**Run 1: placement density heat map**

(2 px per um) The die is cut into 10 by 14 equal tiles; dark purple is low, yellow is high, 0 to 100% covered.
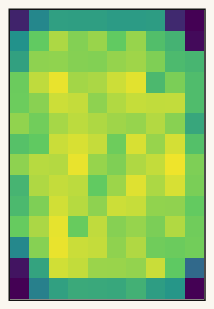
**Run 1: where the registers sit**

(2 px per um) Other sequential cells in the stronger grey, the rest of the logic in the fainter grey.
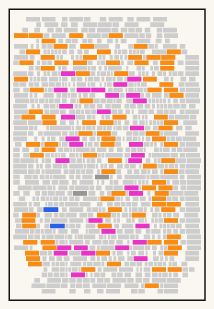
**Run 1: wires at chosen ports, followed through buffers**

(2 px per um)
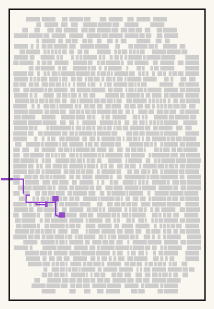
**Run 1: the clock network**

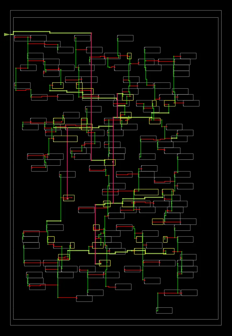
$ cat config.mk
export PLATFORM = sky130hd
export DESIGN_NAME = bool_share_gen
export DESIGN_NICKNAME = d
export VERILOG_FILES = /design/src/rtl/bool_share_gen.sv
export SDC_FILE = /design/constraint.sdc
export NUM_CORES = 1
export LEC_CHECK = 0
export CORE_ASPECT_RATIO = 1.5
export CORE_UTILIZATION = 52
export CTS_BUF_LIST = sky130_fd_sc_hd__clkbuf_8
export DETAILED_ROUTE_END_ITERATION = 12
export HOLD_SLACK_MARGIN = 0.06
export PLACE_DENSITY_LB_ADDON = 0.15
export SLEW_MARGIN = 25
export SYNTH_ARGS = -nofsm -noshare
export SYNTH_HDL_FRONTEND = slang
export SYNTH_SLANG_ARGS = --single-unit
$ cat constraint.sdc
create_clock -name clk -period 1.85 [get_ports clk]
set_input_delay 0.37 -clock clk [delete_from_list [all_inputs] [get_ports clk]]
set_output_delay 0.37 -clock clk [all_outputs]
set_load 0.1 [all_outputs]
$ cat src/rtl/bool_share_gen.sv
// bool_share_gen: splits one unmasked word into N_SHARES Boolean shares.
// Shares 0..N-2 are fresh random words. The last share is the input XORed
// with all of them, so the XOR of every share gives back the input.
// Only acc ever holds unmasked data, and it is wiped once the last share
// has been formed.
module bool_share_gen #(
   parameter int K_WIDTH   = 32,
   parameter int N_SHARES  = 3,
   parameter int MASKWIDTH = K_WIDTH*N_SHARES
) (
   input  logic                 clk,
   input  logic                 rst,
   input  logic                 ena,
   input  logic                 dvld,
   output logic                 drdy,
   input  logic [K_WIDTH-1:0]   i_x,
   input  logic [K_WIDTH-1:0]   rnd,
   input  logic                 rnd_vld,
   output logic                 rnd_rdy,
   output logic [MASKWIDTH-1:0] o_x,
   output logic                 ovld,
   input  logic                 ordy
);

   localparam int CW = $clog2(N_SHARES);
   localparam logic [CW-1:0] LAST = CW'(N_SHARES-2);

   typedef enum logic [1:0] {IDLE, SPLIT, DONE} state_t;

   state_t                           state_q, state_d;
   logic [K_WIDTH-1:0]               acc_q, acc_d;
   logic [CW-1:0]                    cnt_q, cnt_d;
   logic [N_SHARES-1:0][K_WIDTH-1:0] share_q, share_d;

   logic in_xfer, rnd_xfer, out_xfer;

   // drdy and rnd_rdy already include ena, so a low ena blocks every transfer
   // and, with it, every state change.
   assign in_xfer  = dvld & drdy;
   assign rnd_xfer = rnd_vld & rnd_rdy;
   assign out_xfer = ovld & ordy & ena;

   // State register with synchronous reset
   always_ff @(posedge clk) begin
      if (rst) state_q <= IDLE;
      else     state_q <= state_d;
   end

   // Next-state logic. The last share moves the FSM to DONE. Leaving DONE
   // always returns to IDLE first, which creates the one-cycle bubble.
   always_comb begin
      state_d = state_q;
      case (state_q)
         IDLE:    if (in_xfer) state_d = SPLIT;
         SPLIT:   if (rnd_xfer && cnt_q == LAST) state_d = DONE;
         DONE:    if (out_xfer) state_d = IDLE;
         default: state_d = IDLE;
      endcase
   end

   // Output decodes. o_x shows shares only in DONE, so partial shares are never visible.
   always_comb begin
      drdy    = ena && (state_q == IDLE);
      rnd_rdy = ena && (state_q == SPLIT);
      ovld    = (state_q == DONE);
      o_x     = '0;
      if (state_q == DONE) o_x = share_q;
   end

   // Datapath next state: absorb one random word into acc per cycle, and
   // record that word as the next share.
   always_comb begin
      acc_d   = acc_q;
      cnt_d   = cnt_q;
      share_d = share_q;
      case (state_q)
         IDLE: begin
            if (in_xfer) begin
               acc_d = i_x;
               cnt_d = '0;
            end
         end
         SPLIT: begin
            if (rnd_xfer) begin
               for (int i = 0; i < N_SHARES-1; i++)
                  if (cnt_q == CW'(i)) share_d[i] = rnd;
               if (cnt_q == LAST) begin
                  share_d[N_SHARES-1] = acc_q ^ rnd;
                  acc_d               = '0;
               end else begin
                  acc_d = acc_q ^ rnd;
                  cnt_d = cnt_q + CW'(1);
               end
            end
         end
         DONE: begin
            if (out_xfer) share_d = '0;
         end
         default: ;
      endcase
   end

   // Datapath registers. Reset discards any partial split.
   always_ff @(posedge clk) begin
      if (rst) begin
         acc_q   <= '0;
         cnt_q   <= '0;
         share_q <= '0;
      end else begin
         acc_q   <= acc_d;
         cnt_q   <= cnt_d;
         share_q <= share_d;
      end
   end

endmodule

==> flow_summary.yaml, run 1 <==
# flow metrics
worst_hold_path:
  whs_endpoint: "share_q[89]"
  hp-class: "primary input to flop"
final_timing:
  hold_violations: 0
  fin_ws_ns: -0.208
  timing.final.crit_share_pct: 111
  slew_headroom_pct: 66.2
  setup_violations: 97
global_route:
  grt_use_met2_pct: 56.5
  grt_use_total_pct: 31.9
  grt_max_degree: 60
clock_tree:
  holdBufCountCts: 0
  clockRootBuffer: "clkbuf_8"
worst_setup_path:
  path_max_fanout: 11
  cp-end-kind: "output port"
  worst_path_largest_cell_delay_ns: 0.33
placement:
  placed_area_um2: 10100
  place_congestion: 0.828
  dpl.cell_count: 1111
logic_synthesis:
  yosys_most_used_dff: "dfxtp_1"
  synth_warnings: 0
  top_cell: "dfxtp_1"
  top_cell_area_share_pct: 37.4
  ys_sh_aoi_pct: 28.7
  ys_cells: 843
  ys_sh_adder_pct: 0.354
  synth_area_leader_cell: "dfxtp_1"
drt:
  drtIter0Drc: 788
  totalWireLength_um: 24400
  firstDrtPassIters: 7
  wl_per_cell_um: 21.1
  viasPerCell: 6.46
status:
  violations: "setup timing"
  run_status: "complete, but fails checks"
final_layout:
  fin_cells: 1155
  area_delta_synth_final_pct: 53.2
run:
  warning_count: 30
About 'placement density heat map':
The fullest tile reaches 98%. 2.1% of the tiles are nearly empty. The mean over all tiles is 76%. 72% of the tiles are over 75% full.
core area: 13100 um2
Finished Core Util: 82.7%

About 'where the registers sit':
share_q: drawn in orange, flops 96, where all over the die. state_q: drawn in blue, flops 2. acc_q: drawn in magenta, flops 32.

About 'wires at chosen ports, followed through buffers':
ordy: drawn in purple, bits 1, direction input, end cells 3, buffers 1, wire 50.9 um.
I/O pins: 169
IO buf count: 168

About 'the clock network':
clock-net power: 2.39 mW
Worst Skew: 0.0102 ns
worst skew pair latency: 0.45 ns
CTS Buf Count: 17

run 1: timing repair:
action | in CTS | in global routing
endpoints found under the setup margin | 97 | 111
cloned | 0 | 7
resized | 5 | 45
pin swaps | 7 | 31
hold endpoints to repair | 0 | 0
buffers inserted | 0 | 6
run 1: area by class of cell:
| type | instances | share of cell area [%] |
|---|---|---|
| Tap cell | 159 | 1.84 |
| Sequential cell | 132 | 24.5 |
| Timing Repair Buffer | 221 | 30.6 |
| Multi-Input combinational cell | 543 | 37.2 |
| Clock inverter | 13 | 1.26 |
| Inverter | 69 | 2.40 |
| Clock buffer | 18 | 2.29 |
run 1: report_power, final:
| part | switching [mW] | internal, mW |
|---|---|---|
| registers | 0.0424 | 2.90 |
| clock network | 1.17 | 1.22 |
| logic | 0.524 | 0.372 |
==> run 1 -> run 2 <==
- CAP_MARGIN: default -> 20
- RECOVER_POWER: default -> 25
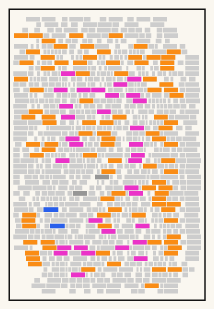
**Above:** run 2 (where the registers sit).
(2 px per um) Other sequential cells in the stronger grey, the rest of the logic in the fainter grey.
Finished Core Util: 82.5%
sequential cell area: 2650 um2

==> flow_summary.yaml, run 2 <==
# flow metrics
final_layout:
  nClkBuffers: 18
  dominant_cells: "logic gates"
  flops: 132
  seq_share_pct: 24.5
  nNonClkBuffers: 221
  inv_count: 69
  clkCellAreaFrac_pct: 3.56
  area_delta_synth_final_pct: 52.9
  diodes: 0
  comb_area_share_pct: 37.2
final_timing:
  fin_ws_ns: -0.207
  setup_violations: 100
  hold_violations: 0
  finalClockSkew_ns: 0.00983
  period_needed_ns: 2.06
  timing.final.crit_share_pct: 111
  slew_headroom_pct: 64.1
placement:
  port_buffers: 168
  placed_area_um2: 10100
  dpl.cell_count: 1111
  place_congestion: 0.828
floorplan:
  io_pins: 169
  taps: 159
drt:
  drtIter0Drc: 696
  totalWireLength_um: 24500
  viasPerCell: 6.48
  wl_per_cell_um: 21.2
  firstDrtPassIters: 5
logic_synthesis:
  top_cell: "dfxtp_1"
  top_cells_by_area: "dfxtp_1 (37%), o211ai_1 (9.5%), and2_1 (8.5%)"
  yosys_most_used_dff: "dfxtp_1"
  ys_types: 36
  ys_cells: 843
  synth_area_leader_cell: "dfxtp_1"
  ys_sh_adder_pct: 0.354
  ys_sh_aoi_pct: 28.7
global_route:
  grt_pass1_vias: 7175
  grt_use_total_pct: 31.9
  grt_max_degree: 60
run:
  warning_count: 30
power:
  p_clk_share_pct: 38.4
  netSwitchingPower_mw: 1.74
  p_sw_share_pct: 28.0
  power.density_nw_per_um2: 577
  seqPwrFrac_pct: 47.3
  pwr-share-comb_pct: 14.3
clock_tree:
  clock_latency_ns: 0.46
  post-cts-setup-buffers: 0
  numCtsBuffers: 17
  cts.repair.resized: 5
status:
  violations: "setup timing"
  run_status: "complete, but fails checks"
worst_hold_path:
  whs_endpoint: "share_q[89]"
worst_setup_path:
  worst_path_largest_cell_delay_ns: 0.33
  cp-end-kind: "output port"
  cp.arrival_ns: 1.69
  path_max_fanout: 11
## run 2: cell counts after synthesis
No cell type changed its count.
## run 2: layer usage
metal  track usage (%)  vias to the layer above
met4              17.5                        0
met3              6.53                       98
met1              35.8                     3520
met2              56.5                      527
met5                 0                        -
li1                  -                     3334
## run 2: power by group through the flow
stage                     sequential (mW)  clock, mW  combinational (mW)
after floorplan                      3.00          0               0.478
after global placement               3.00          0               0.817
after detailed placement             3.01          0               0.852
after CTS                            2.94       2.38               0.861
after global routing                 2.95       2.53               0.939
final                                2.95       2.39               0.892
## run 2: logic make-up after synthesis
group,after synthesis
AOI/OAI and AO/OA,279
and+or+nand+nor,220
buffers and inverters,168
DFF,132
xor gates and xnor gates,32
muxes,10
adders and majority gates,2
No activity file was given, so power comes from the tool's default toggle rates.
